==> config.mk <==
export PLATFORM = sky130hd
export DESIGN_NAME = atm_session_driver
export DESIGN_NICKNAME = d
export VERILOG_FILES = /design/src/rtl/atm_session_driver.sv
export SDC_FILE = /design/constraint.sdc
export NUM_CORES = 1
export LEC_CHECK = 0
export ABC_AREA = 1
export CELL_PAD_IN_SITES_DETAIL_PLACEMENT = 1
export CELL_PAD_IN_SITES_GLOBAL_PLACEMENT = 1
export CORE_ASPECT_RATIO = 0.5
export CORE_UTILIZATION = 33
export DETAILED_ROUTE_END_ITERATION = 6
export PLACE_DENSITY_LB_ADDON = 0.1
export SLEW_MARGIN = 30
export SYNTH_ARGS = -nofsm -noshare
export SYNTH_HDL_FRONTEND = slang
export SYNTH_SLANG_ARGS = --single-unit
==> constraint.sdc <==
create_clock -name CLK -period 1.48 [get_ports CLK]
set_input_delay 0.444 -clock CLK [delete_from_list [all_inputs] [get_ports CLK]]
set_output_delay 0.444 -clock CLK [all_outputs]
set_load 0.01 [all_outputs]
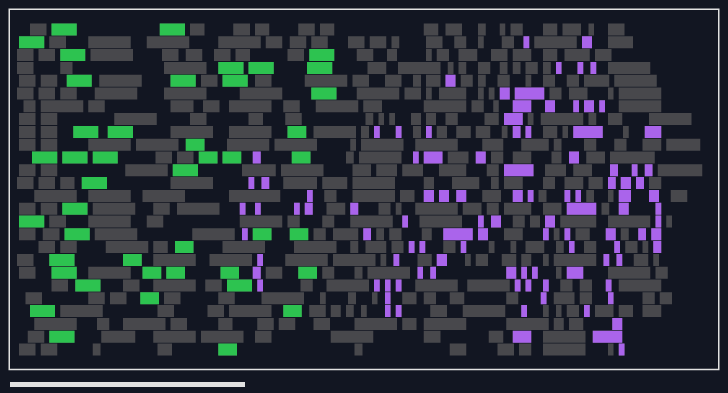
*Gate families picked out, run 1*
Bar = 50 µm.
legend:
  green:
    family: mux cells
    cells: 44
    most_used: mux2_4
  purple:
    family: nand cells
    cells: 104
    most_used: nand2_1
Commonest Layout Cell: dfrtp_1
combinational share of cell area: 0.3246
fin cells: 653

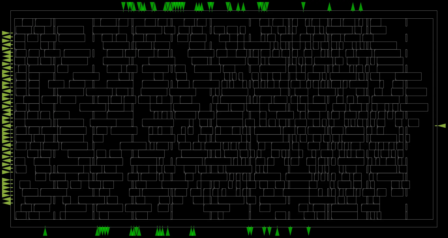
*Cell placement, run 1*
Seq/total area: 0.3057
core area: 10440 µm²

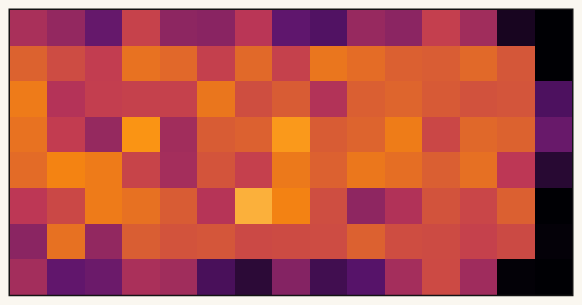
*Cell area per tile, run 1*
The die is cut into 15 by 8 equal tiles; black is low, pale yellow is high, 0 to 100% covered.
nearly empty tiles: 5.0%
tiles over 75% full: 2.5%
mean over tiles: 50%
fullest tile: 83%
initial core utilization: 0.3482
Final Util: 0.5652

==> qor.yml, run 1 <==
pwr:
  ir_drop_uv: 878.3
  total_leakage_power_nw: 2.832
  power_density_nw_per_um2: 2110
floorplan:
  rows: 26
  die-area_um2: 11470
  die_y_um: 76.23
sta:
  finalMaxSlewViolations: 0
  rsz0062_at_grt: "true"
  tightestPinTransition_ns: 0.3384
  hold_viol: 0
  finalCritPeriodShare: 1.092
  skew_ns: 0.003917
  fmax_mhz: 618.7
  setup_viol_count_final: 58
  finalWorstSetupSlack_ns: -0.1362
logic_synthesis:
  yosysSeqAreaShare: 0.4955
  synthCells: 345
  ys_cells: 345
  synth.distinct_cells: 36
  syn_area_per_cell_um2: 10.54
  syn_area_um2: 3636
  fp_nets: 412
worst_setup_path:
  rr_worst_depth: 5
  reg2reg_slack_ns: -0.14
  critPathSlowestCell: "dfrtp_2"
  cp_cell_sequence: "buf_6 > nor2_4 > nand3_4 > buf_12 > mux2_4"
  crit_path_start_kind: "flip-flop"
  crit_required_ns: 1.70
  path_max_fanout: 27
  end_kind: "flip-flop"
  crit_type: "flip-flop to flip-flop"
cts:
  cts.htree.levels: 3
  cts.sinks: 72
  cts_max_path_buffers: 2
drt:
  drtIter0Drc: 78
  via_count: 3098
  dr.pass1.iters: 4
  ant_nets: 0
  drt-total-wl_um: 10980
global_route:
  grt.total_usage: 0.1961
  grt_pass1_vias: 3383
placed_design:
  dp_hpwl_um: 7318
  dp_cells: 612
  routabilityCongestion: 0.8062
flow_run:
  openroad.warnings: 35
final_layout:
  final_cell_mix: "70 x dfrtp_1, 56 x nand2_1, 53 x clkdlybuf4s50_1, 40 x buf_4, 31 x clkdlybuf4s15_1"
  final_area_um2: 5902
  num-nets-final: 575
  diodes: 0
  largest_register_ffs: 32
outcome:
  status: "finished with violations"
  violations: "negative setup slack"
-- run 1: per-layer routing --
layer	global-route usage	up-vias	part of all wire
met4	0.06061	0	0.014
met2	0.3327	67	0.50
li1	-	1475	-
met3	0.05988	16	0.051
met1	0.2372	1540	0.44
met5	0	-	0
-- run 1: cells in the mapped netlist --
master     instances  area share
a21oi_1           14       0.019
a21oi_2            1      0.0024
buf_2              2      0.0028
buf_6              5       0.015
clkinv_1           1      0.0010
clkinv_2           1      0.0014
dfrtp_1           72        0.50
ha_1              10       0.034
inv_1             29       0.030
inv_2              6      0.0062
inv_4              1      0.0017
mux2_2            16       0.050
mux2_4            28        0.12
nand2_1           79       0.082
nand2_2            2      0.0034
nand3_1           15       0.021
nand3_2            4       0.011
nand3_4            1      0.0048
nand3b_1           1      0.0021
nand4_1            1      0.0017
nor2_1            14       0.014
nor2_2             4      0.0069
nor2_4             2      0.0062
nor3_1             3      0.0041
nor3_2             1      0.0028
nor3_4             1      0.0045
o2111ai_1          3      0.0072
o211ai_1           6       0.012
o211ai_2           1      0.0034
o211ai_4           1      0.0058
o21ai_0           10       0.014
o21ai_1            4      0.0055
o22ai_1            1      0.0017
or2_2              2      0.0034
xnor2_1            1      0.0024
xor2_1             2      0.0048
-- run 1: final cells by class --
class,instances,area share
multi-input cells,229,0.3246
flip-flops and latches,72,0.3057
clock inverters,6,0.01251
repair inverters,1,0.001272
well taps,140,0.02968
inverters,38,0.02968
clock buffers,10,0.04049
repair buffers,157,0.2561
-- run 1: power by group --
| group | switching [mW] | internal [mW] |
|---|---|---|
| clock network | 0.914 | 1.38 |
| logic | 3.30 | 3.32 |
| registers | 0.637 | 2.90 |
-- run 1: timing repair --
| item | CTS | global route |
|---|---|---|
| gates resized | 107 | 74 |
| gates cloned | 2 | 1 |
| endpoints found under the setup margin | 111 | 74 |
| buffers inserted | 14 | 8 |
| pin swaps | 19 | 14 |
| hold buffers | 0 | 0 |
-- run 1: cells by family (layout without fill, tap and decap cells) --
group	Yosys count	in the layout	share of synthesized area
simple gates	130	131	0.1676
flops	72	72	0.4955
buf+inv	45	212	0.05850
mux	44	44	0.1652
compound gates	41	41	0.07158
fa+ha+maj	10	10	0.03441
xor+xnor	3	3	0.007228
-- run 1: through the flow --
stage / setup WS (ns) / TNS [ns] / utilization / power [mW] / hold WS [ns]
4_1_cts: -0.06239 / -0.4811 / 0.5386 / 11.81 / 0.09280
3_3_place_gp: -0.4240 / -22.41 / 0.4847 / 8.828 / 0.4558
6_report: -0.1362 / -4.883 / 0.5652 / 12.45 / 0.08395
2_1_floorplan: 0.03610 / 0 / - / 6.470 / 0.1484
3_5_place_dp: -0.5008 / -23.61 / 0.4847 / 9.051 / 0.4627
5_1_grt: -0.1922 / -7.378 / 0.5652 / 13.20 / 0.1033
-- run 1: critical path, delay by kind of cell (launching register included) --
family / cells / cell delay (ns)
mux: 1 / 0.32
simple gates: 2 / 0.31
flops: 1 / 0.48
buf+inv: 2 / 0.38
### Signal wires on met3, run 1

Bar = 50 µm.
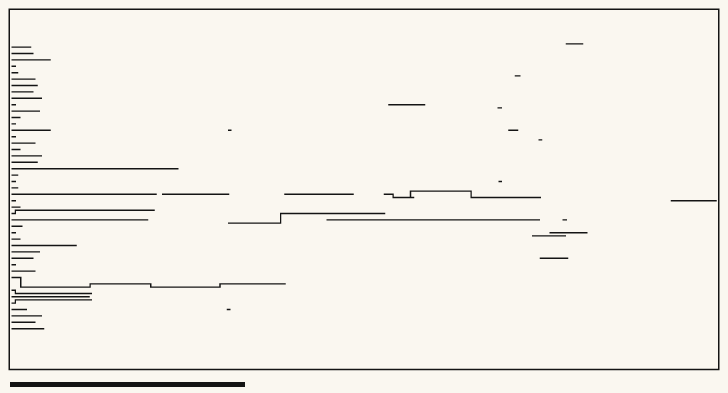

## Run 2: what changed since run 1
--- a/config.mk
+++ b/config.mk
@@ -5,14 +5,13 @@
 export SDC_FILE = /design/constraint.sdc
 export NUM_CORES = 1
 export LEC_CHECK = 0
-export ABC_AREA = 1
 export CELL_PAD_IN_SITES_DETAIL_PLACEMENT = 1
 export CELL_PAD_IN_SITES_GLOBAL_PLACEMENT = 1
 export CORE_ASPECT_RATIO = 0.5
 export CORE_UTILIZATION = 33
 export DETAILED_ROUTE_END_ITERATION = 6
 export PLACE_DENSITY_LB_ADDON = 0.1
-export SLEW_MARGIN = 30
+export SLEW_MARGIN = 20
 export SYNTH_ARGS = -nofsm -noshare
 export SYNTH_HDL_FRONTEND = slang
 export SYNTH_SLANG_ARGS = --single-unit
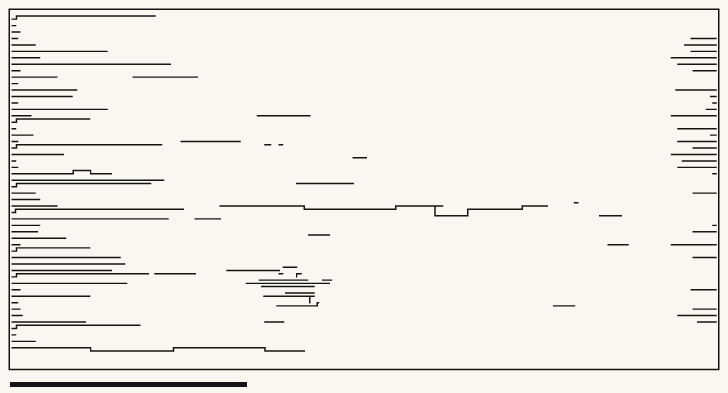
*Signal wires on met3, run 2*
Bar = 50 µm.
wire length on this layer: 1100 µm
nets with wire on the layer: 98
main direction: horizontal
DR vias: 3273
GR Util met3: 0.09281
routed wire length: 13350 µm

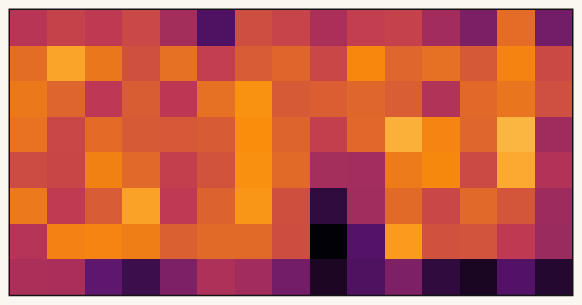
*Cell area per tile, run 2*
The die is cut into 15 by 8 equal tiles; black is low, pale yellow is high, 0 to 100% covered.
nearly empty tiles: 0.80%
mean over tiles: 55%
tiles over 75% full: 8.3%
fullest tile: 84%
core area: 10380 µm²
initial core utilization: 0.3456

==> qor.yml, run 2 <==
logic_synthesis:
  synthAdderAreaFrac: 0.03489
  synthCells: 313
  synth.distinct_cells: 60
  ys_cells: 313
  synth-edff-count: 0
  largest_area_cell: "dfrtp_1"
  aoi_share: 0.1357
  synthTopCellsByCount: "72 x dfrtp_1, 43 x mux2_2, 18 x nand2_1"
  ys.flop_type: "dfrtp_1"
  most_common_cell: "dfrtp_1"
  fp_nets: 380
  yosysSeqAreaShare: 0.5024
  synthXorXnorAreaFrac: 0.002442
  syn_area_per_cell_um2: 11.46
  top_cell_area_share: 0.5024
  mux_share: 0.1598
  syn_area_um2: 3586
  simple_gate_share: 0.1249
  area_leaders: "dfrtp_1 50%, mux2_2 14%, ha_1 3.5%"
  logic_family: "multiplexers"
floorplan:
  die-area_um2: 11310
  die_y_um: 75.71
  rows: 26
pwr:
  clockPowerShare: 0.177
  p_total_mw: 13.37
  swShare: 0.3690
  switchingPower_mw: 4.934
  power_frac_comb: 0.557
  pwr-share-seq: 0.266
  total_leakage_power_nw: 2.854
  internal_power_mw: 8.435
  ir_drop_uv: 951.2
final_layout:
  largest_register_ffs: 32
  utilization: 0.6119
  final_cell_mix: "69 x dfrtp_1, 65 x buf_4, 52 x clkdlybuf4s50_1, 50 x mux2_4, 25 x clkdlybuf4s15_1"
  layout_top_cell: "dfrtp_1"
  final_cell_count_no_fill: 640
  num-nets-final: 561
placed_design:
  routabilityCongestion: 0.8210
  dp_cells: 597
  dp_hpwl_um: 7893
sta:
  fin_hold_ws_ns: 0.1251
  fmax_mhz: 557.3
  rsz0062_at_grt: "true"
  finalWorstSetupSlack_ns: -0.3143
  finalCritPeriodShare: 1.212
  setup_viol_count_final: 70
  tightestPinTransition_ns: 0.3964
flow_run:
  openroad.warnings: 36
cts:
  cts.sinks: 72
  cts_hold_buf: 0
  cts_max_path_buffers: 2
  cts.htree.levels: 3
worst_setup_path:
  critPathSlowestCell: "dfrtp_2"
  cp.depth: 7
  crit_path_start_kind: "flip-flop"
  cpLargestDelayFamily: "simple AND/OR/NAND/NOR gates"
  end_kind: "flip-flop"
  path_max_fanout: 5
  crit_required_ns: 1.69
  cp_cell_sequence: "inv_8 > ha_4 > or2_4 > o2111a_1 > or2_4 > a32oi_2 > nand3b_1"
  crit_type: "flip-flop to flip-flop"
  reg2reg_slack_ns: -0.31
drt:
  ant_nets: 0
  drtIter0Drc: 136
  dr.pass1.iters: 4
global_route:
  gr-usage-met2: 0.3873
  grt.total_usage: 0.2200
  met1_usage: 0.2469
  grt-busiest-layer: "met2"
  grt_pass1_vias: 3515
outcome:
  status: "finished with violations"
  violations: "negative setup slack"
run 2: routing by layer:
metal / share of wire / up-vias / wire length (µm)
met2: 0.49 / 128 / 6555
met3: 0.083 / 11 / 1104
met5: 0 / - / 0
met1: 0.41 / 1623 / 5536
li1: - / 1511 / -
met4: 0.011 / 0 / 153
run 2: layout make-up:
cell class / count / area, µm² / area share
diodes: 1 / 2.502 / 0.0003941
clock buffers: 9 / 225.2 / 0.03547
clock inverters: 7 / 95.09 / 0.01498
inverters: 15 / 66.31 / 0.01044
multi-input cells: 209 / 2151 / 0.3387
flip-flops and latches: 72 / 1805 / 0.2843
well taps: 140 / 175.2 / 0.02759
repair buffers: 187 / 1829 / 0.2881
run 2: cells by family after synthesis:
family	after synthesis
XOR/XNOR	1
flip-flops	72
adder cells (fa/ha/maj)	10
AND/OR/NAND/NOR	78
multiplexers	51
AND-OR/OR-AND	69
buffers and inverters	32
run 2: worst register-to-register path, cell delays in order, from the launching register on:
cell	delay, ns
dfrtp_2	0.47
inv_8	0.09
ha_4	0.19
or2_4	0.23
o2111a_1	0.15
or2_4	0.26
a32oi_2	0.19
nand3b_1	0.10
run 2: through the flow:
| step | setup TNS [ns] | area (µm²) | setup WS (ns) |
|---|---|---|---|
| after CTS | -17.29 | 5854 | -0.3268 |
| after floorplan | -9.217 | 3679 | -0.3302 |
| after global placement | -40.56 | 5229 | -0.6729 |
| after detailed placement | -42.40 | 5229 | -0.7161 |
| after global routing | -14.20 | 6347 | -0.3510 |
| final | -11.69 | 6350 | -0.3143 |
run 2: repair_timing:
action / 4_1_cts / 5_1_grt
gates resized: 102 / 103
pin swaps: 19 / 13
gates cloned: 2 / 4
setup endpoints to repair: 116 / 89
buffers inserted: 13 / 11
endpoints found under the hold margin: 0 / 0
run 2: power by group through the flow:
stage	logic [mW]	registers [mW]	clock network (mW)
finish	7.44	3.56	2.37
global placement	5.69	3.38	0
CTS	6.30	3.46	2.41
detailed placement	5.91	3.46	0
global route	7.94	3.66	2.48
floorplan	2.79	3.63	0
No activity file was given, so power comes from the tool's default toggle rates.
